Fig. 1: run 1, congestion heat map
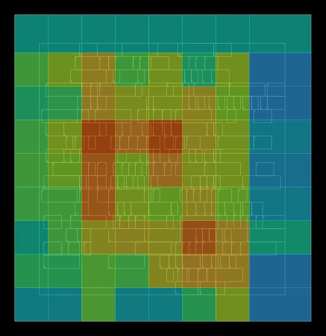
Fig. 2: run 1, routed metal per tile
Bar = 20 µm. The die is cut into 12 by 13 equal tiles; dark blue is low, red is high, scaled to the fullest tile. Values are wire area over tile area, all layers added.
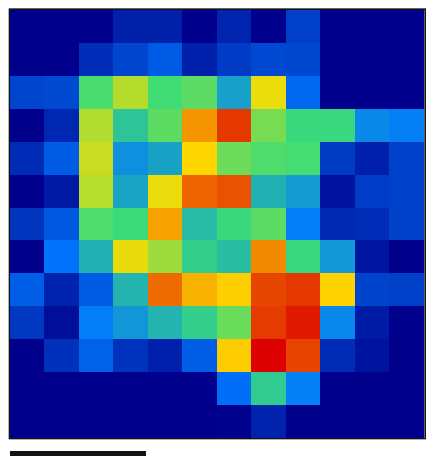
Fig. 3: run 1, routed metal, one colour a layer
Bar = 20 µm.
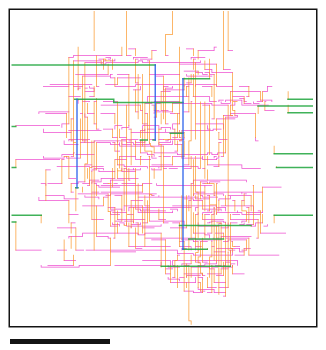
File: src/rtl/uart_rx.sv
// Oversampling UART receiver: 2-flop input synchronizer, start-bit glitch
// rejection, mid-bit sampling, stop-bit check, and ready/overrun handshake.
module uart_rx #(
  parameter int DATA_BITS  = 8,
  parameter int OVERSAMPLE = 16
) (
  input  logic                 clk,
  input  logic                 rst,
  input  logic                 rx_enb,
  input  logic                 rx,
  input  logic                 rdy_clr,
  output logic [DATA_BITS-1:0] data,
  output logic                 rdy,
  output logic                 frame_err,
  output logic                 overrun,
  output logic                 busy
);

  localparam int CW = (OVERSAMPLE > 1) ? $clog2(OVERSAMPLE) : 1;
  localparam int IW = (DATA_BITS > 1) ? $clog2(DATA_BITS) : 1;
  localparam logic [CW-1:0] CNT_HALF = CW'(OVERSAMPLE / 2 - 1);
  localparam logic [CW-1:0] CNT_LAST = CW'(OVERSAMPLE - 1);
  localparam logic [IW-1:0] IDX_LAST = IW'(DATA_BITS - 1);

  typedef enum logic [1:0] {
    IDLE  = 2'd0,
    START = 2'd1,
    DATA  = 2'd2,
    STOP  = 2'd3
  } state_t;

  state_t               state_q;
  logic [CW-1:0]        cnt_q;
  logic [IW-1:0]        idx_q;
  logic [DATA_BITS-1:0] shift_q;
  logic [DATA_BITS-1:0] data_q;
  logic                 rx_s1_q;
  logic                 rxs_q;
  logic                 rdy_q;
  logic                 frame_err_q;
  logic                 overrun_q;

  // Synchronizer, receive FSM and output registers; FSM advances only on ticks.
  always_ff @(posedge clk) begin
    if (rst) begin
      state_q     <= IDLE;
      cnt_q       <= '0;
      idx_q       <= '0;
      shift_q     <= '0;
      data_q      <= '0;
      rx_s1_q     <= 1'b1;
      rxs_q       <= 1'b1;
      rdy_q       <= 1'b0;
      frame_err_q <= 1'b0;
      overrun_q   <= 1'b0;
    end else begin
      rx_s1_q <= rx;
      rxs_q   <= rx_s1_q;
      if (rdy_clr) begin
        rdy_q     <= 1'b0;
        overrun_q <= 1'b0;
      end
      if (rx_enb) begin
        case (state_q)
          IDLE: begin
            if (!rxs_q) begin
              state_q <= START;
              cnt_q   <= '0;
            end
          end
          START: begin
            if (cnt_q == CNT_HALF) begin
              cnt_q <= '0;
              if (!rxs_q) begin
                state_q <= DATA;
                idx_q   <= '0;
              end else begin
                state_q <= IDLE;
              end
            end else begin
              cnt_q <= cnt_q + 1'b1;
            end
          end
          DATA: begin
            if (cnt_q == CNT_LAST) begin
              shift_q[idx_q] <= rxs_q;
              cnt_q          <= '0;
              idx_q          <= idx_q + 1'b1;
              if (idx_q == IDX_LAST) begin
                state_q <= STOP;
              end
            end else begin
              cnt_q <= cnt_q + 1'b1;
            end
          end
          STOP: begin
            if (cnt_q == CNT_LAST) begin
              state_q <= IDLE;
              cnt_q   <= '0;
              // A good delivery wins over a same-cycle acknowledge.
              if (rxs_q) begin
                data_q      <= shift_q;
                rdy_q       <= 1'b1;
                frame_err_q <= 1'b0;
                if (rdy_q && !rdy_clr) begin
                  overrun_q <= 1'b1;
                end
              end else begin
                frame_err_q <= 1'b1;
              end
            end else begin
              cnt_q <= cnt_q + 1'b1;
            end
          end
          default: begin
            state_q <= IDLE;
            cnt_q   <= '0;
          end
        endcase
      end
    end
  end

  assign data      = data_q;
  assign rdy       = rdy_q;
  assign frame_err = frame_err_q;
  assign overrun   = overrun_q;
  assign busy      = (state_q != IDLE);

endmodule

File: config.mk
export PLATFORM = sky130hd
export DESIGN_NAME = uart_rx
export DESIGN_NICKNAME = d
export VERILOG_FILES = /design/src/rtl/uart_rx.sv
export SDC_FILE = /design/constraint.sdc
export NUM_CORES = 1
export LEC_CHECK = 0
export ABC_AREA = 1
export ABC_CLOCK_PERIOD_IN_PS = 1700
export CORE_AREA = 5 5 56 58
export DETAILED_ROUTE_END_ITERATION = 10
export DIE_AREA = 0 0 61 63
export PLACE_DENSITY = 0.79
export SLEW_MARGIN = 20
export SYNTH_ARGS = -nofsm -noshare
export SYNTH_HDL_FRONTEND = slang
export SYNTH_SLANG_ARGS = --single-unit
File: constraint.sdc
create_clock -name clk -period 1.7 [get_ports clk]
set_input_delay 0.17 -clock clk [delete_from_list [all_inputs] [get_ports clk]]
set_output_delay 0.17 -clock clk [all_outputs]
set_load 0.02 [all_outputs]
==> results.txt, run 1 <==
On the backend side, the flow ran end to end.

The layout overhead on the synthesized area stands at 19.9%. Between clock sinks in the finished design, the worst skew comes to a little under 0.004 ns. The arrival time reported for the critical path endpoint stands at roughly 1.8 ns. Looking at the cell usage after synthesis, the top flip-flop cell is dfxtp_1.

The fmax stands at 656 MHz. The cell total in the yosys stat output stands at around 180. The tally of unique sky130hd cells used after synthesis stands at 19. Summed over all failing endpoints, the final setup total negative slack is 0 ns. The layout has roughly 240 filler cells. According to the Yosys statistics, the synthesized design has a chip area of approximately 1300 µm². The sequential standard cell area stands at approximately 600 µm². Post-route period utilization is reported as 0.896. Of the total synthesized cell area, the portion taken by full adders, half adders and majority gates is 0.0286. In this run the cell area of the synthesized design comes to 1310 µm². The final hold violation count recorded for this run is 0. According to the floorplan report, the total die area is slightly below 4000 µm². IR analysis of the VDD net gives a maximum drop of 0.000668 V.

The DRC violation count after routing stands at 0. Total power normalized to cell area comes to about 770 nW/µm². The pin count of the biggest net entering global routing stands at 19. The setup path with the least slack is of type reg2reg. The area fraction in mux cells stands at 0. The via count of the first global-routing pass is approximately 1100. Per the synthesis report, the XOR/XNOR share of the synthesized area is 0.00667. The count of buffers added by post-CTS timing repair for setup stands at 0. The number of pins exceeding their max-slew limit in the final report stands at 0. The first global-routing pass estimated 4570 µm of wire. The number of gates resized after CTS was 2. Yosys instantiated no cell more often than nor2_1. The combined buffer and inverter count along the critical path stands at 1. The HPWL after detailed placement stands at 1900 µm. The transition time of the tightest slew-check pin stands at 0.478 ns. The clock reaches the later pin of the worst-skew pair after ~0.34 ns. The number of placed cells counting well taps stands at approximately 230.

Hold repair after CTS inserted 0 buffers. The share of the yosys chip area belonging to registers stands at 0.458. The count of inserted antenna diode cells stands at 0.

The number of H-tree levels stands at 2. The maximum fanout encountered on the critical timing path stands at 11. In this run the standard cell core region covers 2620 µm².

Per the placement log, port buffering inserted 16 buffers. The net count of the mapped netlist stands at about 190. The area used by multi-input combinational logic stands at around 630 µm². The congestion estimate from routability-driven global placement came to roughly 0.84.

The report lists the number of standard-cell rows as 19. The post-synth register bit count is 30. The longest clock path from root to sink contains 2 buffers.

The number of standard cells in the final layout excluding fillers stands at between 200 and 250. The critical path starts at cnt_q[0]. In this design, the largest share of critical-path delay is due to flip-flops. The number of antenna violations at the first check in global routing came to 0. The post-route worst hold slack stands at about 0.39 ns.

Recorded from the global router log, the overflow total was 0. The max-capacitance violation count stands at 0. The number of warnings the tools reported stands at 26. Setup repair after global routing left no endpoint under its margin. The largest stage delay on the critical path stands at 0.38 ns. The largest individual stage delay along the critical path comes from the cell dfxtp_1. The run finished with clean final reports. In this run, CTS created clock tree buffers numbering 5. The routed design could run at a clock period as short as approximately 1.5 ns. The startpoint identified for the worst register-to-register timing path is cnt_q[0]. The root buffer cell chosen for the clock tree is clkbuf_4.

The utilization after layout stands at 0.602. Among the non-sequential cells, simple AND/OR/NAND/NOR gates take the most area. The main area contributors are dfxtp_1 46%, nor2_1 9.7%, nand2_1 9.2%. For the worst min-delay path, the startpoint reported by OpenROAD is rx. Per the finish-stage timing summary, setup violations number 0.
About Fig. 1:
global-route total usage across every layer: 0.158
met1 layer usage reported by global route: 0.199
gr busiest metal: met2

About Fig. 2:
emptiest ninth of the die: lower left
densest ninth of the die: centre
mean over tiles: 0.11
vias after detailed routing: 1187
routed wirelength normalized by instance count: 11.4 µm
routed wire length: 2660 µm

About Fig. 3:
legend:
  magenta:
    layer: metal 1
    wire_length: 1240 µm
  blue:
    layer: metal 4
    wire_length: 66.6 µm
  green:
    layer: metal 3
    wire_length: 150 µm
  orange:
    layer: metal 2
    wire_length: 1200 µm

run 1: placed cells by master, fill, tap and decap left out, types with 2 or more instances in the layout:
master / count
nor2_1: 33
nand2_1: 32
dfxtp_1: 28
a21oi_1: 22
inv_1: 18
o21ai_0: 15
clkdlybuf4s50_1: 15
nand3_1: 13
clkbuf_4: 5
ha_1: 3
nor2_2: 2
or2_2: 2
dfxtp_2: 2
buf_4: 2
run 1: where the power goes:
part           switching, mW  internal [mW]  total [mW]
logic                 0.0348         0.0222      0.0570
clock network          0.248          0.200       0.448
registers            0.00532          0.706       0.712
run 1: metal layers:
layer  vias to the layer above  part of all wire  GRT usage
met5                         -                 0          0
met4                         0             0.025     0.0813
met3                         8             0.056     0.0496
met2                        25              0.45      0.235
met1                       528              0.47      0.199
li1                        626                 -          -
run 1: registers in the layout, indices dropped and copies added (netlist names), named ones only:
signal     cells
overrun        1
state_q        1
rdy            1
rxs_q          1
frame_err      1
rx_s1_q        1
shift_q        8
idx_q          3
data           8
cnt_q          4
run 1: final timing paths:
kind                   to  slack, ns  depth (start not counted)
setup / recovery  data[1]       0.18                          6
hold / removal    rx_s1_q       0.39                          2
setup reg to reg  data[1]       0.18                          6
hold reg to reg     rxs_q       0.42                          1
run 1: metrics by stage:
step                      cell area, µm²  setup slack, ns
after floorplan                     1310            0.379
after global placement              1510            0.194
after detailed placement            1510            0.124
after CTS                           1570          0.00564
after global routing                1570          0.00155
final                               1570            0.176
run 1: layout make-up:
| class | instances | area share |
|---|---|---|
| Multi-Input combinational cell | 128 | 0.398 |
| Timing Repair Buffer | 18 | 0.113 |
| Clock inverter | 1 | 0.00318 |
| Sequential cell | 30 | 0.383 |
| Clock buffer | 7 | 0.0350 |
| Tap cell | 31 | 0.0246 |
| Inverter | 18 | 0.0429 |
==> run 1 -> run 2 <==
--- a/config.mk
+++ b/config.mk
@@ -10,7 +10,9 @@
 export CORE_AREA = 5 5 56 58
 export DETAILED_ROUTE_END_ITERATION = 10
 export DIE_AREA = 0 0 61 63
+export GPL_ROUTABILITY_DRIVEN = 0
 export PLACE_DENSITY = 0.79
+export SKIP_CTS_REPAIR_TIMING = 1
 export SLEW_MARGIN = 20
 export SYNTH_ARGS = -nofsm -noshare
 export SYNTH_HDL_FRONTEND = slang
==> run 2 against run 1 <==
Net effect:
- wire length did not move
- first-iteration DRC count is the same
- fmax is the same
- combinational power barely moved
- total power unchanged
- hold slack unchanged
- largest power group unchanged
- highest routed layer unchanged
- via count is the same
- sequential power hardly changed
==> results.txt, run 2 <==
On the backend side, the flow ran end to end.

By instance count after routing, the leading logic cell type is nor2_1. The deepest clock path buffer count is 2 (unchanged). The final-report hold violation count was 0 (unchanged).

Per the synth stats, the flop cell with the highest instance count is dfxtp_1. The layout overhead on the synthesized area stands at 19.9% (unchanged). The fraction of synthesized cell area in xor and xnor cells stands at 0.00667 (unchanged). The tree is rooted in a clkbuf_4. The DRC violation count after routing stands at 0 (unchanged). The tally of unique sky130hd cells used after synthesis was 19 (unchanged). The final worst slack stands at 0.176 ns (unchanged). The number of warnings the tools reported is 26 (unchanged). The area used by multi-input combinational logic stands at 627 µm² (unchanged).

The final worst-path cycle share stands at 0.896 (unchanged). The total power divided by cell area stands at 773 nW/µm² (unchanged). The area reported by Yosys stat stands at 1310 µm² (unchanged). The transition time of the tightest slew-check pin was 0.478 ns (unchanged). The most common logic cells in the final layout are 33 x nor2_1, 32 x nand2_1, 28 x dfxtp_1, 22 x a21oi_1, 18 x inv_1. The instance area at placement stands at 1510 µm² (unchanged). The number of antenna violations at the first check in global routing is 0 (unchanged). After global routing, the most crowded layer is met2. The overall chip area came to 3840 µm² (unchanged). The per-cell routed wire length was 11.4 µm (unchanged).

The minimum setup slack among reg-to-reg paths stands at 0.18 ns (about the same). The die height stands at around 63 µm. The post-synth design cell area was 1310 µm² (unchanged). The largest stage delay on the critical path was 0.38 ns (about the same).

The sequential standard cell area stands at 603 µm² (unchanged). The total of buffers placed on input and output ports stands at 16 (unchanged). The later-pin clock latency in the skew report was 0.34 ns (about the same). The post-route setup TNS came to 0 ns (unchanged). The horizontal extent of the die stands at 61 µm. The worst setup path is launched from a flip-flop. The post-placement worst setup slack stands at 0.124 ns (unchanged). 17 I/O pins were placed. The total grt overflow stands at 0 (unchanged). The via count of the first global-routing pass stands at 1079 (+0.093%). The share of synthesized cell area in full adder, half adder and majority cells stands at 0.0286 (unchanged). The number of placed cells counting well taps stands at 225 (unchanged).

The detailed router finished its first iteration with about 48 violations. The synthesis report lists the most area-consuming cells as dfxtp_1 46%, nor2_1 9.7%, nand2_1 9.2%. The depth of the worst hold-timing path stands at 2 (unchanged). The maximum vdd ir drop was 0.000668 V (unchanged). The met1 capacity usage during global routing stands at 0.200 (+0.00126).

The run finished with clean final reports. The fmax stands at 656 MHz (unchanged). Setup repair after global routing left no endpoint under its margin.

The HPWL after detailed placement stands at 1900 µm (unchanged). The net count of the mapped netlist is 188 (unchanged). The worst setup path is captured at a flip-flop. The number of clock sinks seen by CTS stands at 30. The wire length of the first global-routing pass came to 4580 µm (+0.31%). For reference, the post-synthesis area per instance comes to 7.29 µm². Total power for the finished layout comes to about 1.2 mW. The arrival time reported for the critical path endpoint stands at 1.80 ns (about the same).

The critical path goes through ha_1 -> nand4_4 -> nor3_4 -> buf_4 -> o21ai_0 -> a21oi_1. The post-route worst hold slack is 0.391 ns (unchanged). The worst setup path is of the reg2reg kind. The TritonCTS buffer count came to 5 (unchanged). The number of H-tree levels stands at 2 (unchanged). In this run the static leakage power is 0.681 nW. In the final layout, the share of cells above drive strength 1 is 0.0891. After synthesis, the largest family of logic cells by area is simple AND/OR/NAND/NOR gates.

The core outline area stands at 2620 µm² (unchanged). In the post-synthesis netlist, the cell with the most instances is nor2_1. The maximum fanout encountered on the critical timing path stands at 11 (unchanged). The path depth of the worst reg2reg path was 6 (unchanged). The number of standard cells in the final layout excluding fillers came to 233 (unchanged). The slowest stage of the critical path is the dfxtp_1 cell. The number of pins exceeding their max-slew limit in the final report is 0 (unchanged). The max-capacitance violation count stands at 0 (unchanged). The fill cell instance count of the final layout stands at 236 (unchanged). The cell total in the yosys stat output was 180 (unchanged).

The pin count of the biggest net entering global routing came to 19 (unchanged). The flip-flop and latch count after synthesis stands at 30 (unchanged). The worst clock skew on the final layout stands at 0.00393 ns (unchanged). The total wirelength of the detailed-routed design came to 2660 µm (unchanged). The overall via count from detail_route was 1187 (unchanged). The area fraction in mux cells stands at 0 (unchanged). The number of optimization iterations in the first detailed-route pass stands at 4. The count of inserted antenna diode cells stands at 0 (unchanged). The met2 layer usage reported by global route stands at 0.235 (unchanged). In the floorplan report the effective utilization is 0.502. The total of endpoints with negative setup slack in the final report came to 0 (unchanged). The final critical delay including setup and external delays stands at 1.52 ns (unchanged). The routing usage on met3 stands at 0.0496 (unchanged). The share of the yosys chip area belonging to registers stands at 0.458 (unchanged). The remaining max-slew budget at the tightest pin stands at 0.681.
## run 2: cell counts after synthesis
No cell type changed its count.
## run 2: power by group
part | internal [mW] | switching [mW] | leakage (nW)
clock network | 0.200 | 0.248 | 0.0353
logic | 0.0222 | 0.0348 | 0.403
registers | 0.706 | 0.00532 | 0.243
total | 0.929 | 0.288 | 0.681
## run 2: path summary, 6_finish.rpt
kind | start | end
worst min-delay path | rx | rx_s1_q
worst max-delay path | cnt_q[0] | data[1]
worst max register to register | cnt_q[0] | data[1]
worst min register to register | rx_s1_q | rxs_q
## run 2: logic make-up after synthesis
group	after synthesis
buffers and inverters	22
AND/OR/NAND/NOR	87
AND-OR/OR-AND	37
XOR/XNOR	1
flip-flops	30
adder cells (fa/ha/maj)	3
## run 2: per-layer routing
metal / routed length [µm] / vias to the layer above
met5: 0 / -
met4: 66 / 0
met3: 150 / 8
met2: 1200 / 25
met1: 1240 / 528
li1: - / 626
## run 2: worst max-delay path, delay by kind of cell (launching register included)
kind                       cells  cell delay (ns)
DFF                            1             0.38
and+or+nand+nor                2             0.37
adders and majority gates      1             0.30
AOI/OAI and AO/OA              2             0.22
buffers and inverters          1             0.19
## run 2: final cells by class
| type | count | area share |
|---|---|---|
| multi-input combinational | 128 | 0.398 |
| sequential | 30 | 0.383 |
| timing repair buffer | 18 | 0.113 |
| inverter | 18 | 0.0429 |
| clock buffer | 7 | 0.0350 |
| tap | 31 | 0.0246 |
| clock inverter | 1 | 0.00318 |
Fig. 4: run 2, routed metal, one colour a layer
Bar = 20 µm.
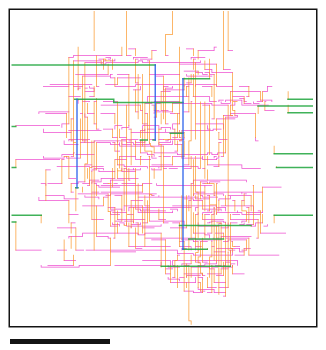
legend:
  green:
    layer: metal 3
    wire_length: 150 µm
  blue:
    layer: metal 4
    wire_length: 66.6 µm
  orange:
    layer: metal 2
    wire_length: 1200 µm
  magenta:
    layer: metal 1
    wire_length: 1240 µm
global-route total usage across every layer: 0.158

Fig. 5: run 2, placement by cell class
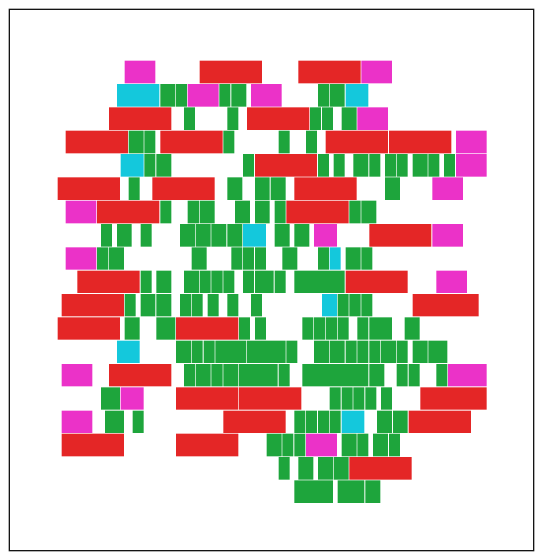
legend:
  cyan:
    class: clock drivers and dummy loads
    cells: 8
    share_of_their_area: 3.9%
  red:
    class: flops
    cells: 30
    share_of_their_area: 39%
  magenta:
    class: other buffers and delay cells
    cells: 18
    share_of_their_area: 12%
  green:
    class: combinational and other logic
    cells: 146
    share_of_their_area: 45%
post-route cell area: 1570 µm²
row cnt: 19
final core area utilization: 0.602
share of cell area taken by flip-flops and latches: 0.383

==> run 2 -> run 3 <==
--- a/config.mk
+++ b/config.mk
@@ -7,9 +7,9 @@
 export LEC_CHECK = 0
 export ABC_AREA = 1
 export ABC_CLOCK_PERIOD_IN_PS = 1700
-export CORE_AREA = 5 5 56 58
+export CORE_AREA = 8 8 59 61
 export DETAILED_ROUTE_END_ITERATION = 10
-export DIE_AREA = 0 0 61 63
+export DIE_AREA = 0 0 67 69
 export GPL_ROUTABILITY_DRIVEN = 0
 export PLACE_DENSITY = 0.79
 export SKIP_CTS_REPAIR_TIMING = 1
==> constraint.sdc (replaced) <==
create_clock -name clk -period 1.7 [get_ports clk]
set_input_delay 0.17 -clock clk [delete_from_list [all_inputs] [get_ports clk]]
set_output_delay 0.17 -clock clk [all_outputs]
set_load 0.1 [all_outputs]
==> run 3 against run 2 <==
Net effect:
- critical path depth unchanged
- first-iteration DRC count increased by 110%
- sequential share of layout area decreased by 0.13 points
- clock-buffer cell count decreased by 1
- sequential cell count unchanged
- critical endpoint unchanged
==> results.txt, run 3 <==
On the backend side, the flow ran end to end.

The flow ran to the end, and the final reports show no timing, DRC or antenna violations. Ranked by total cell area, the synthesized netlist is headed by dfxtp_1 46%, nor2_1 9.7%, nand2_1 9.2%. The synthesis stats list as the most numerous cell nor2_1. The I/O pin count stands at 17 (unchanged). Of the combinational cells, the family taking the most area is simple AND/OR/NAND/NOR gates. The tally of unique sky130hd cells used after synthesis was 19 (unchanged). The area reported by Yosys stat stands at 1310 µm² (unchanged).

In this run the clock root is driven by a clkbuf_4. The flip-flop and latch count after synthesis was 30 (unchanged). The total power divided by cell area came to 865 nW/µm² (+12%). The post-route worst hold slack stands at 0.406 ns (+0.0151 ns). The fraction of synthesized cell area in xor and xnor cells stands at 0.00667 (unchanged).

The cell sequence reported for the critical path is ha_2 -> nand4_4 -> nor3_4 -> buf_4 -> o21ai_0 -> a21oi_1. The total of endpoints with negative setup slack in the final report stands at 0 (unchanged). The later-pin clock latency in the skew report stands at 0.33 ns (about the same). The post-placement worst setup slack stands at 0.118 ns (-0.00665 ns). The total grt overflow stands at 0 (unchanged).

The HPWL after detailed placement stands at 2040 µm (+7.2%). Per the synth stats, the flop cell with the highest instance count is dfxtp_1. The final critical delay including setup and external delays stands at 1.51 ns (-0.0136 ns). The number of H-tree levels stands at 2 (unchanged). The horizontal extent of the die stands at 67 µm (+9.8%). The post-synth design cell area is 1310 µm² (unchanged). The pin count of the biggest net entering global routing was 19 (unchanged).

The TritonCTS buffer count stands at 5 (unchanged). The combined buffer and inverter count along the critical path came to 1 (unchanged). The maximum vdd ir drop stands at 0.000735 V (+9.9%). The number of antenna violations at the first check in global routing stands at 0 (unchanged). Per STA, the worst path accumulates the most delay in the family flip-flops.

The arrival time reported for the critical path endpoint stands at 1.77 ns (-0.03 ns). The final worst slack is 0.190 ns (+0.0136 ns). The number of optimization iterations in the first detailed-route pass came to 5 (+1). The overall chip area is 4620 µm² (+20%). The total number of cells along the worst setup path was 6 (unchanged). The deepest clock path buffer count stands at 2 (unchanged). The worst register-to-register path ends at data[1].

STA classifies the critical path startpoint as a flip-flop. The total of buffers placed on input and output ports was 16 (unchanged). The number of warnings the tools reported came to 26 (unchanged).

The final-report hold violation count stands at 0 (unchanged). The post-route setup TNS came to 0 ns (unchanged). The via count of the first global-routing pass was 1147 (+6.3%).
==> run 3: worst min path at each step <==
stage                     startpoint       to  slack [ns]  depth (start not counted)
after floorplan                   rx  rx_s1_q        0.27                          1
after global placement       rx_s1_q    rxs_q        0.40                          1
after detailed placement     rx_s1_q    rxs_q        0.40                          1
after CTS                         rx  rx_s1_q        0.40                          2
after global routing              rx  rx_s1_q        0.41                          2
final                             rx  rx_s1_q        0.41                          2
==> run 3: metrics by stage <==
step	total power [mW]	instances	instance area [µm²]	util
floorplan	0.770	180	1310	-
global placement	0.796	225	1490	0.569
detailed placement	0.799	225	1490	0.569
CTS	1.37	232	1570	0.600
global route	1.41	232	1570	0.601
finish	1.36	232	1570	0.601
==> run 3: layout make-up <==
cell class                 instances  area, µm²
fill                             250       1040
multi-input combinational        128        627
inverter                          18       67.6
clock buffer                       6       51.3
timing repair buffer              18        158
clock inverter                     1       30.0
tap                               31       38.8
sequential                        30        601
==> run 3: routing by layer <==
metal  vias to the layer above  track usage  share of wire
met1                       548        0.152           0.46
li1                        623            -              -
met2                        29        0.207           0.46
met3                         4       0.0549          0.063
met5                         -            0              0
met4                         0       0.0488          0.014
==> run 3: power by group <==
| part | internal, mW | leakage, nW | switching (mW) | total, mW |
|---|---|---|---|---|
| clock network | 0.342 | 0.0443 | 0.235 | 0.577 |
| registers | 0.706 | 0.242 | 0.00554 | 0.712 |
| logic | 0.0257 | 0.409 | 0.0456 | 0.0712 |
==> run 3: worst register-to-register path: stages, from the launching register on <==
cell and delay [ns]:
dfxtp_1 0.40, ha_2 0.27, nand4_4 0.18, nor3_4 0.16, buf_4 0.20, o21ai_0 0.09, a21oi_1 0.16
Fig. 6: run 3, routed metal, one colour a layer
Bar = 20 µm.
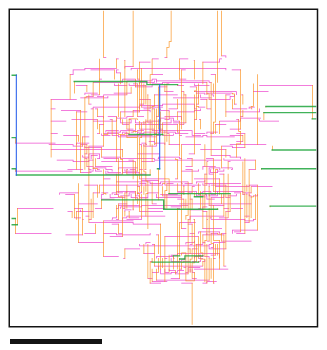
legend:
  green:
    layer: metal 3
    wire_length: 178 µm
  magenta:
    layer: metal 1
    wire_length: 1310 µm
  orange:
    layer: metal 2
    wire_length: 1300 µm
  blue:
    layer: metal 4
    wire_length: 40.1 µm
global-route total usage across every layer: 0.131
vias after detailed routing: 1204

Fig. 7: run 3, sequential cells coloured by netlist name
Bar = 20 µm. Other sequential cells in the stronger grey, the rest of the logic in the fainter grey.
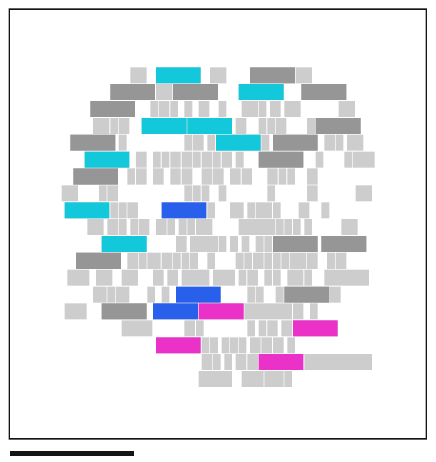
legend:
  blue:
    name_in_the_netlist: idx_q
    sequential_cells: 3
  cyan:
    name_in_the_netlist: shift_q
    sequential_cells: 8
  magenta:
    name_in_the_netlist: cnt_q
    sequential_cells: 4
    where: bottom centre
not coloured: 15
power of the sequential group: 0.712 mW
share of cell area taken by flip-flops and latches: 0.382
final core area utilization: 0.601
combined flip-flop and latch cell area: 601 µm²

No activity file was given, so power comes from the tool's default toggle rates.
